==> images/metal_density.png <==
Bar = 20 µm. 13 x 13 tiles, from white (low) to dark blue (high), scaled to the fullest tile. Values are wire area over tile area, all layers added.
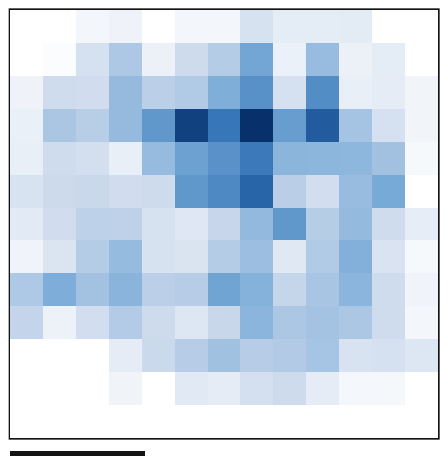
==> images/clocks.png <==
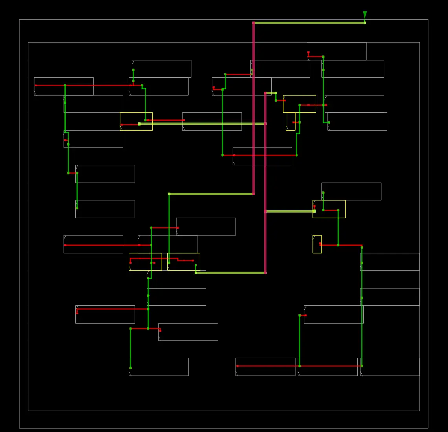
==> images/detail.png <==
Window x 12 to 52, y 12 to 52 µm. Cells in gray, sequential cells in the stronger gray; small squares are vias.
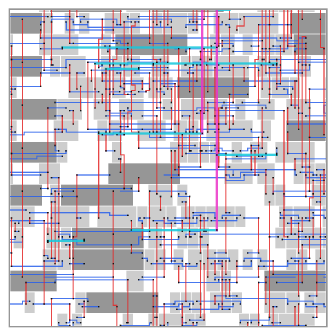
==> images/clk_routes.png <==
Bar = 20 µm.
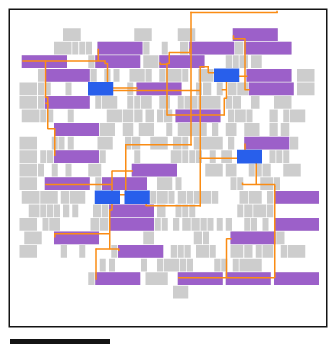
==> images/layer_met3.png <==
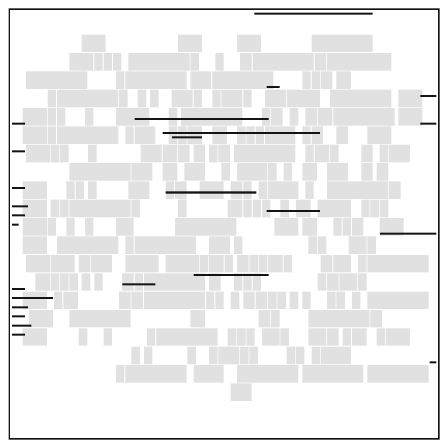
===== src/rtl/uart_pkg.sv =====
// Shared UART definitions used by both the TX serializer and the RX path.
package uart_pkg;

    // Frame-level state shared by TX and RX sequencers.
    typedef enum logic [2:0] {
        StIdle,
        StStart,
        StData,
        StParity,
        StStop
    } uart_state_e;

    // Parity type select encoding.
    localparam logic PAR_EVEN = 1'b0;
    localparam logic PAR_ODD  = 1'b1;

    // Legal oversampling ratios; anything else falls back to 16.
    localparam int unsigned PRESCALE_8  = 8;
    localparam int unsigned PRESCALE_16 = 16;
    localparam int unsigned PRESCALE_32 = 32;

endpackage


===== src/rtl/uart_tx_bit_timer.sv =====
// Bit-period timer for the UART transmitter: counts 0..prescale-1 while a
// frame is active and pulses bit_done on the last cycle of each serial bit.
module uart_tx_bit_timer #(
    parameter int unsigned PRESCALE_WIDTH = 6
) (
    input  logic                      clk,
    input  logic                      rst,
    input  logic                      run,
    input  logic [PRESCALE_WIDTH-1:0] prescale,
    output logic                      bit_done
);

    logic [PRESCALE_WIDTH-1:0] cnt_q, cnt_d;
    logic                      last_tick;

    assign last_tick = (cnt_q == (prescale - PRESCALE_WIDTH'(1)));
    assign bit_done  = run && last_tick;

    // Next tick count: held at zero outside a frame, wraps at the bit boundary.
    always_comb begin
        cnt_d = cnt_q;
        if (!run) begin
            cnt_d = '0;
        end else if (last_tick) begin
            cnt_d = '0;
        end else begin
            cnt_d = cnt_q + PRESCALE_WIDTH'(1);
        end
    end

    // Tick counter register.
    always_ff @(posedge clk or negedge rst) begin
        if (!rst) begin
            cnt_q <= '0;
        end else begin
            cnt_q <= cnt_d;
        end
    end

endmodule


===== src/rtl/uart_tx_serializer.sv =====
// UART transmit serializer: start, LSB-first data, optional parity, stop.
// Build option: define UART_TX_STOP2_EN for two stop bits per frame.
module uart_tx_serializer
    import uart_pkg::*;
#(
    parameter int unsigned DATA_WIDTH     = 8,
    parameter int unsigned PRESCALE_WIDTH = 6
) (
    input  logic                      clk,
    input  logic                      rst,
    input  logic [DATA_WIDTH-1:0]     P_DATA,
    input  logic                      Data_Valid,
    input  logic                      PAR_EN,
    input  logic                      PAR_TYP,
    input  logic [PRESCALE_WIDTH-1:0] Prescale,
    output logic                      TX_OUT,
    output logic                      busy
);

    localparam int unsigned IdxW = (DATA_WIDTH > 1) ? $clog2(DATA_WIDTH) : 1;

    uart_state_e state_q, state_d;

    logic [DATA_WIDTH-1:0]     data_q, data_d;
    logic                      par_en_q, par_en_d;
    logic                      par_typ_q, par_typ_d;
    logic [PRESCALE_WIDTH-1:0] presc_q, presc_d;
    logic [IdxW-1:0]           idx_q, idx_d;
    logic                      tx_q, tx_d;
    logic                      busy_q, busy_d;

    logic                      accept;
    logic                      bit_done;
    logic                      last_data_bit;
    logic                      par_bit;
    logic [PRESCALE_WIDTH-1:0] presc_norm;

    assign accept        = (state_q == StIdle) && Data_Valid;
    assign last_data_bit = (idx_q == IdxW'(DATA_WIDTH - 1));
    assign par_bit       = (^data_q) ^ (par_typ_q == PAR_ODD);

    assign TX_OUT = tx_q;
    assign busy   = busy_q;

    uart_tx_bit_timer #(
        .PRESCALE_WIDTH (PRESCALE_WIDTH)
    ) u_bit_timer (
        .clk      (clk),
        .rst      (rst),
        .run      (state_q != StIdle),
        .prescale (presc_q),
        .bit_done (bit_done)
    );

`ifdef UART_TX_STOP2_EN
    // Tracks which of the two stop bits is being sent.
    logic stop_cnt_q, stop_cnt_d;

    // Stop-bit counter: toggles at each stop bit boundary, cleared elsewhere.
    always_comb begin
        stop_cnt_d = stop_cnt_q;
        if (state_q != StStop) begin
            stop_cnt_d = 1'b0;
        end else if (bit_done) begin
            stop_cnt_d = ~stop_cnt_q;
        end
    end

    // Stop-bit counter register.
    always_ff @(posedge clk or negedge rst) begin
        if (!rst) begin
            stop_cnt_q <= 1'b0;
        end else begin
            stop_cnt_q <= stop_cnt_d;
        end
    end
`endif

    // Unsupported ratios are mapped to 16 so the bit period is always legal.
    always_comb begin
        presc_norm = PRESCALE_WIDTH'(PRESCALE_16);
        if (Prescale == PRESCALE_WIDTH'(PRESCALE_8) ||
            Prescale == PRESCALE_WIDTH'(PRESCALE_16) ||
            Prescale == PRESCALE_WIDTH'(PRESCALE_32)) begin
            presc_norm = Prescale;
        end
    end

    // Frame configuration is captured only at acceptance and frozen mid-frame.
    always_comb begin
        data_d    = data_q;
        par_en_d  = par_en_q;
        par_typ_d = par_typ_q;
        presc_d   = presc_q;
        if (accept) begin
            data_d    = P_DATA;
            par_en_d  = PAR_EN;
            par_typ_d = PAR_TYP;
            presc_d   = presc_norm;
        end
    end

    // Data bit index: advances on each data bit boundary, zero outside DATA.
    always_comb begin
        idx_d = idx_q;
        if (state_q != StData) begin
            idx_d = '0;
        end else if (bit_done) begin
            idx_d = last_data_bit ? '0 : idx_q + IdxW'(1);
        end
    end

    // Datapath registers.
    always_ff @(posedge clk or negedge rst) begin
        if (!rst) begin
            data_q    <= '0;
            par_en_q  <= 1'b0;
            par_typ_q <= 1'b0;
            presc_q   <= '0;
            idx_q     <= '0;
        end else begin
            data_q    <= data_d;
            par_en_q  <= par_en_d;
            par_typ_q <= par_typ_d;
            presc_q   <= presc_d;
            idx_q     <= idx_d;
        end
    end

    // FSM state register.
    always_ff @(posedge clk or negedge rst) begin
        if (!rst) begin
            state_q <= StIdle;
        end else begin
            state_q <= state_d;
        end
    end

    // FSM next-state logic.
    always_comb begin
        state_d = state_q;
        unique case (state_q)
            StIdle: begin
                if (Data_Valid) state_d = StStart;
            end
            StStart: begin
                if (bit_done) state_d = StData;
            end
            StData: begin
                if (bit_done && last_data_bit) begin
                    state_d = par_en_q ? StParity : StStop;
                end
            end
            StParity: begin
                if (bit_done) state_d = StStop;
            end
            StStop: begin
`ifdef UART_TX_STOP2_EN
                if (bit_done && stop_cnt_q) state_d = StIdle;
`else
                if (bit_done) state_d = StIdle;
`endif
            end
            default: state_d = StIdle;
        endcase
    end

    // Output logic: outputs are registered from the upcoming state so the
    // line changes on the same edge the state does.
    always_comb begin
        tx_d   = 1'b1;
        busy_d = (state_d != StIdle);
        unique case (state_d)
            StStart:  tx_d = 1'b0;
            StData:   tx_d = data_q[idx_d];
            StParity: tx_d = par_bit;
            default:  tx_d = 1'b1;
        endcase
    end

    // Registered serial line and busy flag.
    always_ff @(posedge clk or negedge rst) begin
        if (!rst) begin
            tx_q   <= 1'b1;
            busy_q <= 1'b0;
        end else begin
            tx_q   <= tx_d;
            busy_q <= busy_d;
        end
    end

endmodule


===== config.mk =====
export PLATFORM = sky130hd
export DESIGN_NAME = uart_tx_serializer
export DESIGN_NICKNAME = d
export VERILOG_FILES = /design/src/rtl/uart_pkg.sv /design/src/rtl/uart_tx_bit_timer.sv /design/src/rtl/uart_tx_serializer.sv
export SDC_FILE = /design/constraint.sdc
export NUM_CORES = 1
export LEC_CHECK = 0
export ABC_AREA = 1
export CAP_MARGIN = 20
export CORE_UTILIZATION = 45
export DETAILED_ROUTE_END_ITERATION = 10
export PLACE_DENSITY = 0.73
export SYNTH_ARGS = -nofsm -noshare
export SYNTH_HDL_FRONTEND = slang
export SYNTH_SLANG_ARGS = --single-unit

===== constraint.sdc =====
create_clock -name clk -period 3.7 [get_ports clk]
set_clock_uncertainty 0.1 [all_clocks]
set_input_delay 0.925 -clock clk [delete_from_list [all_inputs] [get_ports clk]]
set_output_delay 0.925 -clock clk [all_outputs]
set_load 0.02 [all_outputs]

==> Changelog: implementation <==
### Implementation results

* Status: finished clean
* Clock sink total at 30
* Die width at 63.43 µm
* CTS tree: yes
* Synth area leaders: dfrtp_1 43%, nand2_1 15%, inv_1 7.7%
* Yosys warns at 0
* Floorplan Nets at 243
* # Cells Yosys at 220
* Via/cell ratio at 4.795
* Routed wire per std cell at 10.52 µm
* Setup TNS at 0 ps
* Critical Path AT at 2510 ps
* Vias in the first global route at 1291
* Crit path cell chain: inv_1 > ha_1 > xnor2_1 > nor2_1 > nand3_1 > nor2_2 > nand3_2 > nand2_1 > nand3_2 > nand2_1 > nand3_1 > nand2_1 > nand2_1 > nand3_1 > nand3_1
* Leakage power at 1.089 nW
* Ports at 21
* Slew HR at 55.64%
* Worst setup EP type: flip-flop
* Remaining global-route overflow at 0
* Comb power frac at 4.8%
* Cell area after layout at 2036 µm²
* First-pass GRT wire length at 5.609 mm
* Mean Syn Cell Area at 7.718 µm²
* Critical path buffers and inverters at 1
* Hold depth at 2
* Most instantiated cells after synthesis: 66 x nand2_1, 35 x inv_1, 29 x dfrtp_1
* Largest net degree at the start of global routing at 17
* Num rows at 21
* Worst Hold Launch: par_typ_q
* Hold-critical path endpoint: par_typ_q
* Kind of critical path: flip-flop to flip-flop
* DRT iter0 DRCs at 80
* Most frequent cell after synthesis: nand2_1
* Post-DP HPWL at 2.409 mm
* H-tree depth at 2
* Cell variety after synth at 26
* Seq/Total Area, Yosys at 44.29%
* Chip area at 4023 µm²
* CP top delay family: simple AND/OR/NAND/NOR gates
* Worst-path fanout max at 5
* Synth flops at 30
* Cts hold-fix bufs at 0
* Clock power frac at 39.8%
* Layout cells sized above 1 at 8.130%
* Crit path largest cell delay at 390 ps
* Post_cts resized at 0
* Core Density at Floorplan at 48.95%
* CP max-delay cell: dfrtp_1
* Post-layout util at 58.69%
* Power Dens Cells at 291.1 nW/µm²
* # DRC at 0
* Placed cell areas at 1959 µm²
* Sw Pwr at 0.1174 mW
* Setup ws final at 1295 ps
* Final period util at 65.00%
Notes on metal_density.png above:
mean over tiles = 0.12
emptiest ninth of the die = bottom left
fullest tile = 0.51
nearly empty tiles = 18%
GRT Total Usage: 18.32%
vias: 1400
DRT Wirelength: 3.071 mm

Notes on clocks.png above:
Flops: 30
clk ins delay skew pair: 280 ps
Clk power: 0.236 mW
total clock buffers created by CTS: 5

Notes on detail.png above:
metal 4 -> magenta
metal 2 -> red
metal 1 -> blue
metal 3 -> cyan
most frequent = nand2_1 (45), inv_1 (24), nand3_1 (15)
netlist names of flops here include = `presc_q` (5), `idx_q` (3), `data_q` (2)
cells with their middle in the window = 155
sequential cells in the window = 13

Notes on clk_routes.png above:
clock drivers -> blue  # count 5
flip-flops -> purple  # count 30
clock wires -> orange  # length 386 µm
routed clock nets = 6
flops lie = widely spread

Notes on layer_met3.png above:
share of all routed wire = 4.5%
nets with wire on the layer = 21
wire length on this layer = 139 µm

worst max-delay path by stage:
| stage | startpoint | to | cells past startpoint |
|---|---|---|---|
| 2_1_floorplan | presc_q[0] | busy | 14 |
| 3_3_place_gp | Data_Valid | busy | 6 |
| 3_5_place_dp | Data_Valid | busy | 6 |
| 4_1_cts | TX_OUT | TX_OUT | 1 |
| 5_1_grt | presc_q[0] | TX_OUT | 15 |
| 6_report | presc_q[0] | TX_OUT | 15 |
cell usage in the layout (no fill, tap or decap):
cell type and instances:
nor4_1 1, nor2_1 11, nand2_1 66, or2_2 1
ha_1 4, nor2_2 3, nand3_2 2, o21ai_0 3
nand3_1 23, nand2_2 3, dfrtp_1 29, inv_1 35
clkbuf_1 2, inv_2 1, or2_1 1, clkbuf_8 5
nand3b_1 3, nand4_1 8, xnor2_1 6, clkdlybuf4s50_1 20
dfstp_2 1, a311oi_1 1, a211oi_2 1, o221ai_1 1
a21oi_1 4, xor2_1 7, nor3_2 1, buf_4 2
o211ai_1 1
worst min-delay path: stages, from the launching register on:
cell and delay, ps:
dfrtp_1 360, nand2_1 60, nand2_1 50
per-layer routing:
metal,global-route usage [%],up-vias,routed length (µm)
met5,0,-,0
met4,8.523,0,54
met3,6.341,6,138
met2,26.20,29,1348
met1,24.62,620,1529
li1,-,745,-
kinds of logic (layout without fill, tap and decap cells):
| kind of cell | count (synthesis) | after routing | synth area share [%] |
|---|---|---|---|
| DFF | 30 | 30 | 44.29 |
| and+or+nand+nor | 123 | 123 | 33.16 |
| xor gates and xnor gates | 13 | 13 | 6.706 |
| buffers and inverters | 39 | 65 | 8.622 |
| AOI/OAI and AO/OA | 11 | 11 | 4.274 |
| adders and majority gates | 4 | 4 | 2.948 |
stage by stage:
step,instances,total power [mW],hold slack [ps]
after floorplan,220,0.3359,368.3
after global placement,285,0.3627,398.9
after detailed placement,285,0.3632,402.2
after CTS,292,0.6026,418.2
after global routing,292,0.6208,427.3
final,292,0.5926,408.9
flip-flops by register name, summed over array words and instances (netlist names):
signal and count:
busy 1, presc_q 6, u_bit_timer.cnt_q 6, TX_OUT 1
par_en_q 1, idx_q 3, state_q 3, par_typ_q 1
data_q 8
final cells by class:
type,count,area [µm²]
Fill cell,328,1433
Multi-Input combinational cell,151,799.5
Sequential cell,30,752.0
Timing Repair Buffer,22,215.2
Inverter,36,135.1
Clock buffer,7,76.32
Tap cell,46,57.56
power by group through the flow:
| stage | Sequential (mW) | Clock (mW) | Combinational [mW] |
|---|---|---|---|
| 2_1_floorplan | 0.334 | 0 | 0.00169 |
| 3_3_place_gp | 0.334 | 0 | 0.0287 |
| 3_5_place_dp | 0.334 | 0 | 0.0291 |
| 4_1_cts | 0.328 | 0.245 | 0.0291 |
| 5_1_grt | 0.328 | 0.261 | 0.0318 |
| 6_report | 0.328 | 0.236 | 0.0284 |
Power figures rest on the tool's default switching activity, not on a simulated workload.
